File: src/rtl/xmit_arbiter_if.sv
// Byte-source / transmitter bundle shared by the three responders and the arbiter.
// master: the source/transmitter side; slave: the arbiter itself.
interface xmit_arbiter_if;
  logic [2:0] req;
  logic [2:0] wr;
  logic [7:0] data0;
  logic [7:0] data1;
  logic [7:0] data2;
  logic       xmit_idle;
  logic [2:0] grant;
  logic [2:0] src_idle;
  logic       xmit_write;
  logic [7:0] xmit_data;
  logic       busy;
  logic       err;

  modport master (
    output req, wr, data0, data1, data2, xmit_idle,
    input  grant, src_idle, xmit_write, xmit_data, busy, err
  );

  modport slave (
    input  req, wr, data0, data1, data2, xmit_idle,
    output grant, src_idle, xmit_write, xmit_data, busy, err
  );
endinterface

File: src/rtl/xmit_arbiter.sv
// Round-robin arbiter sharing the SPI transmitter byte port between three sources.
// A grant is held for a whole transfer; accepted bytes are registered toward the
// transmitter and each source sees a gated idle so it paces itself as on the raw port.
module xmit_arbiter #(
  parameter int unsigned GUARD = 2  // idle-suppress cycles after a byte, 1..3
) (
  input logic          clock,
  input logic          extReset_n,
  xmit_arbiter_if.slave bus
);

  typedef enum logic [1:0] {StIdle, StGrant, StDrain} state_e;

  localparam logic [1:0] GuardInit = 2'(GUARD);

  state_e     state_q, state_d;
  logic [2:0] grant_q, grant_d;
  logic [1:0] owner_q, owner_d;
  logic [1:0] ptr_q, ptr_d;
  logic [1:0] gcnt_q, gcnt_d;
  logic       xmit_write_q, xmit_write_d;
  logic [7:0] xmit_data_q, xmit_data_d;
  logic       err_q, err_d;

  logic [1:0] win;
  logic [1:0] ptr_n1, ptr_n2;
  logic [7:0] owner_data;
  logic       owner_wr, owner_req, foreign_wr, multi_wr, accept;

  function automatic logic [1:0] inc3(input logic [1:0] p);
    return (p == 2'd2) ? 2'd0 : p + 2'd1;
  endfunction

  // Round-robin winner: first requester scanning ptr, ptr+1, ptr+2 (mod 3).
  always_comb begin
    ptr_n1 = inc3(ptr_q);
    ptr_n2 = inc3(ptr_n1);
    win    = ptr_n2;
    if (bus.req[ptr_q]) begin
      win = ptr_q;
    end else if (bus.req[ptr_n1]) begin
      win = ptr_n1;
    end
  end

  // Byte qualification: grant_q is zero outside GRANT, so every write there is foreign.
  always_comb begin
    unique case (owner_q)
      2'd0:    owner_data = bus.data0;
      2'd1:    owner_data = bus.data1;
      default: owner_data = bus.data2;
    endcase
    owner_wr   = |(bus.wr & grant_q);
    owner_req  = |(bus.req & grant_q);
    foreign_wr = |(bus.wr & ~grant_q);
    multi_wr   = (bus.wr & (bus.wr - 3'd1)) != 3'd0;
    accept     = (state_q == StGrant) && owner_wr && (gcnt_q == 2'd0);
  end

  // Next-state, guard counter, transmitter register and sticky error.
  always_comb begin
    state_d      = state_q;
    grant_d      = grant_q;
    owner_d      = owner_q;
    ptr_d        = ptr_q;
    gcnt_d       = (gcnt_q != 2'd0) ? gcnt_q - 2'd1 : 2'd0;
    xmit_write_d = accept;
    xmit_data_d  = accept ? owner_data : xmit_data_q;
    err_d        = err_q | foreign_wr | multi_wr | (owner_wr && gcnt_q != 2'd0);

    if (accept) begin
      gcnt_d = GuardInit;
    end

    unique case (state_q)
      StIdle: begin
        if (|bus.req) begin
          grant_d = 3'b001 << win;
          owner_d = win;
          state_d = StGrant;
        end
      end
      StGrant: begin
        if (!owner_req) begin
          grant_d = 3'b000;
          state_d = StDrain;
        end
      end
      StDrain: begin
        // Wait for the last byte's guard and the transmitter before re-arbitrating.
        if (gcnt_q == 2'd0 && bus.xmit_idle) begin
          ptr_d   = inc3(owner_q);
          state_d = StIdle;
        end
      end
      default: begin
        grant_d = 3'b000;
        state_d = StIdle;
      end
    endcase
  end

  // State and output registers; reset kills any in-flight write immediately.
  always_ff @(posedge clock or negedge extReset_n) begin
    if (!extReset_n) begin
      state_q      <= StIdle;
      grant_q      <= 3'b000;
      owner_q      <= 2'd0;
      ptr_q        <= 2'd0;
      gcnt_q       <= 2'd0;
      xmit_write_q <= 1'b0;
      xmit_data_q  <= 8'h00;
      err_q        <= 1'b0;
    end else begin
      state_q      <= state_d;
      grant_q      <= grant_d;
      owner_q      <= owner_d;
      ptr_q        <= ptr_d;
      gcnt_q       <= gcnt_d;
      xmit_write_q <= xmit_write_d;
      xmit_data_q  <= xmit_data_d;
      err_q        <= err_d;
    end
  end

  assign bus.grant      = grant_q;
  assign bus.src_idle   = (state_q == StGrant && bus.xmit_idle && gcnt_q == 2'd0) ?
                          grant_q : 3'b000;
  assign bus.xmit_write = xmit_write_q;
  assign bus.xmit_data  = xmit_data_q;
  assign bus.busy       = (state_q != StIdle);
  assign bus.err        = err_q;

endmodule
File: src/flat_wrapper.sv
// flat-port wrapper written by rule: the top's interface ports become plain ports
module xmit_arbiter_flat 
#(
  parameter int unsigned GUARD = 2                                            
)
  (clock, extReset_n, bus_req, bus_wr, bus_data0, bus_data1, bus_data2, bus_xmit_idle, bus_grant, bus_src_idle, bus_xmit_write, bus_xmit_data, bus_busy, bus_err);
  xmit_arbiter_if bus_i ();
  input logic clock;
  input logic extReset_n;
  input wire logic [$bits(bus_i.req)-1:0] bus_req;
  input wire logic [$bits(bus_i.wr)-1:0] bus_wr;
  input wire logic [$bits(bus_i.data0)-1:0] bus_data0;
  input wire logic [$bits(bus_i.data1)-1:0] bus_data1;
  input wire logic [$bits(bus_i.data2)-1:0] bus_data2;
  input wire logic [$bits(bus_i.xmit_idle)-1:0] bus_xmit_idle;
  output wire logic [$bits(bus_i.grant)-1:0] bus_grant;
  output wire logic [$bits(bus_i.src_idle)-1:0] bus_src_idle;
  output wire logic [$bits(bus_i.xmit_write)-1:0] bus_xmit_write;
  output wire logic [$bits(bus_i.xmit_data)-1:0] bus_xmit_data;
  output wire logic [$bits(bus_i.busy)-1:0] bus_busy;
  output wire logic [$bits(bus_i.err)-1:0] bus_err;
  assign bus_i.req = bus_req;
  assign bus_i.wr = bus_wr;
  assign bus_i.data0 = bus_data0;
  assign bus_i.data1 = bus_data1;
  assign bus_i.data2 = bus_data2;
  assign bus_i.xmit_idle = bus_xmit_idle;
  assign bus_grant = bus_i.grant;
  assign bus_src_idle = bus_i.src_idle;
  assign bus_xmit_write = bus_i.xmit_write;
  assign bus_xmit_data = bus_i.xmit_data;
  assign bus_busy = bus_i.busy;
  assign bus_err = bus_i.err;
  xmit_arbiter #(.GUARD(GUARD)) u_core (.clock(clock), .extReset_n(extReset_n), .bus(bus_i));
endmodule
File: config.mk
export PLATFORM = sky130hd
export DESIGN_NAME = xmit_arbiter_flat
export DESIGN_NICKNAME = d
export VERILOG_FILES = /design/src/rtl/xmit_arbiter_if.sv /design/src/rtl/xmit_arbiter.sv /design/src/flat_wrapper.sv
export SDC_FILE = /design/constraint.sdc
export NUM_CORES = 1
export LEC_CHECK = 0
export CAP_MARGIN = 20
export CORE_MARGIN = 5
export CORE_UTILIZATION = 43
export CTS_BUF_LIST = sky130_fd_sc_hd__clkbuf_4 sky130_fd_sc_hd__clkbuf_8
export CTS_CLUSTER_DIAMETER = 40
export DETAILED_ROUTE_END_ITERATION = 16
export GPL_TIMING_DRIVEN = 0
export PLACE_DENSITY = 0.81
export SYNTH_ARGS = -nofsm -noshare
export SYNTH_HDL_FRONTEND = slang
export SYNTH_SLANG_ARGS = --single-unit
export TNS_END_PERCENT = 100
File: constraint.sdc
create_clock -name clock -period 1.84 [get_ports clock]
set_input_delay 0.184 -clock clock [delete_from_list [all_inputs] [get_ports clock]]
set_output_delay 0.184 -clock clock [all_outputs]
set_load 0.01 [all_outputs]
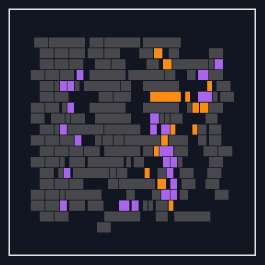
Figure 1: gate families picked out.
(4 px per um)
Purple is inverting AOI/OAI gates, cells 23. Orange is NOR gates, cells 14.
Commonest Layout Cell: clkdlybuf4s50_1
Final Non-Filler Cells: 195
Comb/total area: 33.4%

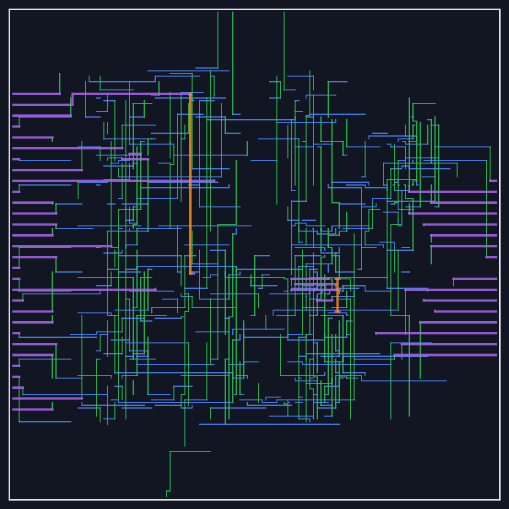
Figure 2: signal wires by layer.
(8 px per um)
Purple is met3, wire length 346 um. Green is met2, wire length 1,300 um. Blue is met1, wire length 1,090 um. Orange is met4, wire length 26.5 um.

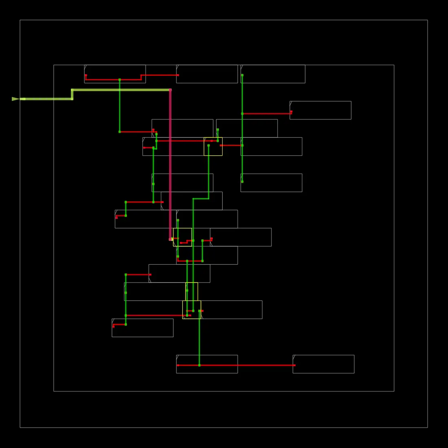
Figure 3: clock nets.
num sequential: 21
clock group total power: 0.215 mW
Clock Sinks: 21
clkbuf count: 3
Worst-Skew Late Latency: 0.30 ns

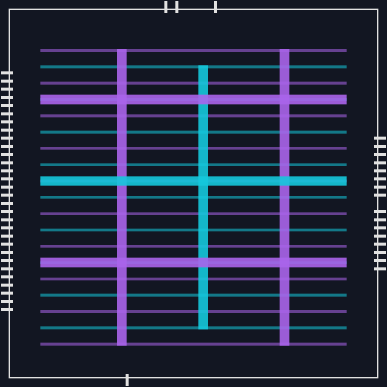
Figure 4: supply network.
(6 px per um) Pins as bars on the die edge.
Cyan is VDD. Purple is VSS.
50 signal pins sit on the boundary. 3 straps on met5. 3 straps on met4. The core has 18 rows.

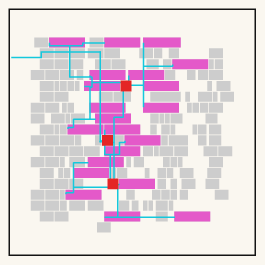
Figure 5: clock network drawn from the DEF.
(4 px per um)
Cyan is clock wires, length 238 um. Magenta is flip-flops, count 21. Red is cells driving clock nets, count 3.
There are 4 routed clock nets.

==> reports/summary.txt <==
Avg WL per Cell -> 14.2 um
OpenROAD warning count -> 26
Dominant cell type by area after synthesis -> dfrtp_1
Inverters -> 4
Syn Nets -> 143
Starting DRT DRC Count -> 50
CP Max Fanout -> 5
Crit end category -> output pin
Top cell area share -> 46.7%
Core area -> 2500 um2
Worst Skew -> 0.00551 ns
Final GP Congestion -> 0.751
Worst setup margin -> 0.133 ns
M3 GR Usage -> 5.24%
Placed inst area -> 1650 um2
Area growth syn-to-layout -> 50.7%
Worst r2r path cells -> 3
Final setup violating endpoints -> 0
Initial antenna violation count -> 0
Total track usage -> 16.7%
Finished Core Util -> 67.8%
FMAX -> 0.586 GHz
Count of library flops with an enable pin -> 0
Startpoint Class -> flip-flop
Met1 wire length -> 1090 um
Status -> completed
Reg2reg setup slack -> 0.14 ns
Design area -> 1700 um2
Number of buffers added on ports -> 49
Comb gates -> 82
Crit path kind -> flip-flop to output pin
Final worst path period need -> 1.71 ns
Maximum vdd drop -> 0.795 mV
Final hold violation count -> 0
Reg area -> 527 um2
Clock Path Buffers -> 2
Post-DRT Antenna Nets -> 0
RR Startpoint -> u_core.state_q[1]$_DFFE_PN0P_
Mean number of vias per cell -> 5.40
Data arrival, critical path -> 1.52 ns
Highest metal used -> met4
Post-synth area hogs -> dfrtp_1 (47%), mux2_2 (8.0%), mux2i_1 (7.1%)
Pwr/cell area -> 1340 nW/um2
Signal buffers -> 54
Cell row count -> 18
Initial Util -> 45.0%
Slew @ Worst Pin -> 0.928 ns
Met2 WL -> 1300 um
Post-layout period usage of the worst path -> 92.8%
ClkCell Share -> 1.62%
Worst min-delay path class -> primary input to async pin
Residual DRC count -> 0
Vias in the first global route -> 1,116
H-tree levels -> 1
CTS clk-pin slew, worst paths -> 0.12 ns
Dpl cells -> 189
Largest net degree at the start of global routing -> 22
LEAKAGE -> 0.757 nW
Signal buf overhead -> 30.8%
Post-synth regs -> 21
Synth warn -> 0
First-pass GRT wire length -> 4640 um
Final HPWL DP -> 2270 um
Commonest flop -> dfrtp_1
Chip width -> 61.1 um
Share of layout cells above drive strength 1 -> 12.7%
Yosys Chip Area -> 1120 um2
Logic area -> 566 um2
R2r endpoint -> u_core.bus.xmit_data[7]$_DFFE_PN0P_
Seq area share -> 31.1%
Gr ovfl total -> 0
Fill cells -> 191
Ys cells -> 110
Distinct lib cells -> 29
Crit path DRT -> 1.66 ns
TritonCTS buffer count -> 3
RSZ-0062 raised after global routing -> false
Final slew viol count -> 0
Worst Hold Slack -> 0.394 ns
Avg Cell Area, Syn -> 10.2 um2
-- cell usage after synthesis (all sizes together) (2+ instances only) --
| cell type | number |
|---|---|
| nor3 | 2 |
| mux2i | 8 |
| o22ai | 3 |
| a21oi | 3 |
| and2 | 2 |
| dfrtp | 21 |
| nand2 | 12 |
| a222oi | 2 |
| mux2 | 8 |
| nor2 | 8 |
| nor2b | 3 |
| a21o | 5 |
| nand4b | 2 |
| nand2b | 4 |
| o21ai | 12 |
| inv | 4 |
-- logic make-up (layout without fill, tap and decap cells) --
| group | count (synthesis) | after routing | synth area share [%] |
|---|---|---|---|
| flip-flops | 21 | 21 | 46.7 |
| AND-OR/OR-AND | 29 | 29 | 16.4 |
| AND/OR/NAND/NOR | 37 | 37 | 18.6 |
| multiplexers | 16 | 16 | 15.1 |
| buffers and inverters | 7 | 62 | 3.22 |
-- layout by cell type (no fill, tap or decap), drive strengths merged --
| cell | instances |
|---|---|
| mux2 | 8 |
| and2 | 2 |
| o21ai | 12 |
| nor3 | 2 |
| nand2b | 4 |
| o22ai | 3 |
| and3b | 1 |
| or3 | 1 |
| a21oi | 3 |
| or2 | 1 |
| nor2 | 8 |
| nand2 | 12 |
| clkbuf | 4 |
| inv | 4 |
| mux2i | 8 |
| a31oi | 1 |
| nand4b | 2 |
| dlymetal6s2s | 1 |
| o31ai | 1 |
| clkdlybuf4s50 | 46 |
| a21o | 5 |
| dfrtp | 21 |
| nor4 | 1 |
| dlygate4sd2 | 3 |
| clkinv | 1 |
| nor2b | 3 |
| a22oi | 1 |
| buf | 3 |
| a222oi | 2 |
| a32o | 1 |
-- power by group --
group | switching [mW] | internal, mW
logic | 0.547 | 0.677
registers | 0.168 | 0.662
clock network | 0.134 | 0.0809
total | 0.850 | 1.42
-- worst max path at each step --
stage | slack, ns | start | endpoint
after detailed placement | -0.09 | bus_wr[2] | u_core.bus.xmit_data[2]$_DFFE_PN0P_
final | 0.13 | u_core.state_q[0]$_DFFE_PN0P_ | bus_busy
after floorplan | 0.32 | u_core.state_q[1]$_DFFE_PN0P_ | u_core.bus.xmit_data[0]$_DFFE_PN0P_
after CTS | 0.10 | u_core.state_q[1]$_DFFE_PN0P_ | u_core.bus.xmit_data[7]$_DFFE_PN0P_
after global routing | 0.01 | u_core.state_q[0]$_DFFE_PN0P_ | bus_busy
after global placement | -0.03 | bus_wr[2] | u_core.bus.xmit_data[0]$_DFFE_PN0P_
-- timing repair --
| action | CTS | global route |
|---|---|---|
| buffers inserted | 2 | 0 |
| endpoints found under the setup margin | 3 | 0 |
| hold endpoints to repair | 0 | 0 |
| resized | 5 | 0 |
-- registers in the layout, indices dropped and copies added (netlist names) --
register,count
u_core.bus.xmit_data,8
u_core.bus.grant,3
u_core.gcnt_q,2
u_core.owner_q,2
u_core.ptr_q,2
u_core.state_q,2
u_core.bus.err,1
u_core.bus.xmit_write,1
-- critical path: stages (launching register included) --
cell and delay (ns):
dfrtp_1 0.46, nor2_1 0.20, inv_1 0.08, clkdlybuf4s50_1 0.48
Power is estimated from default activity; no workload was simulated.
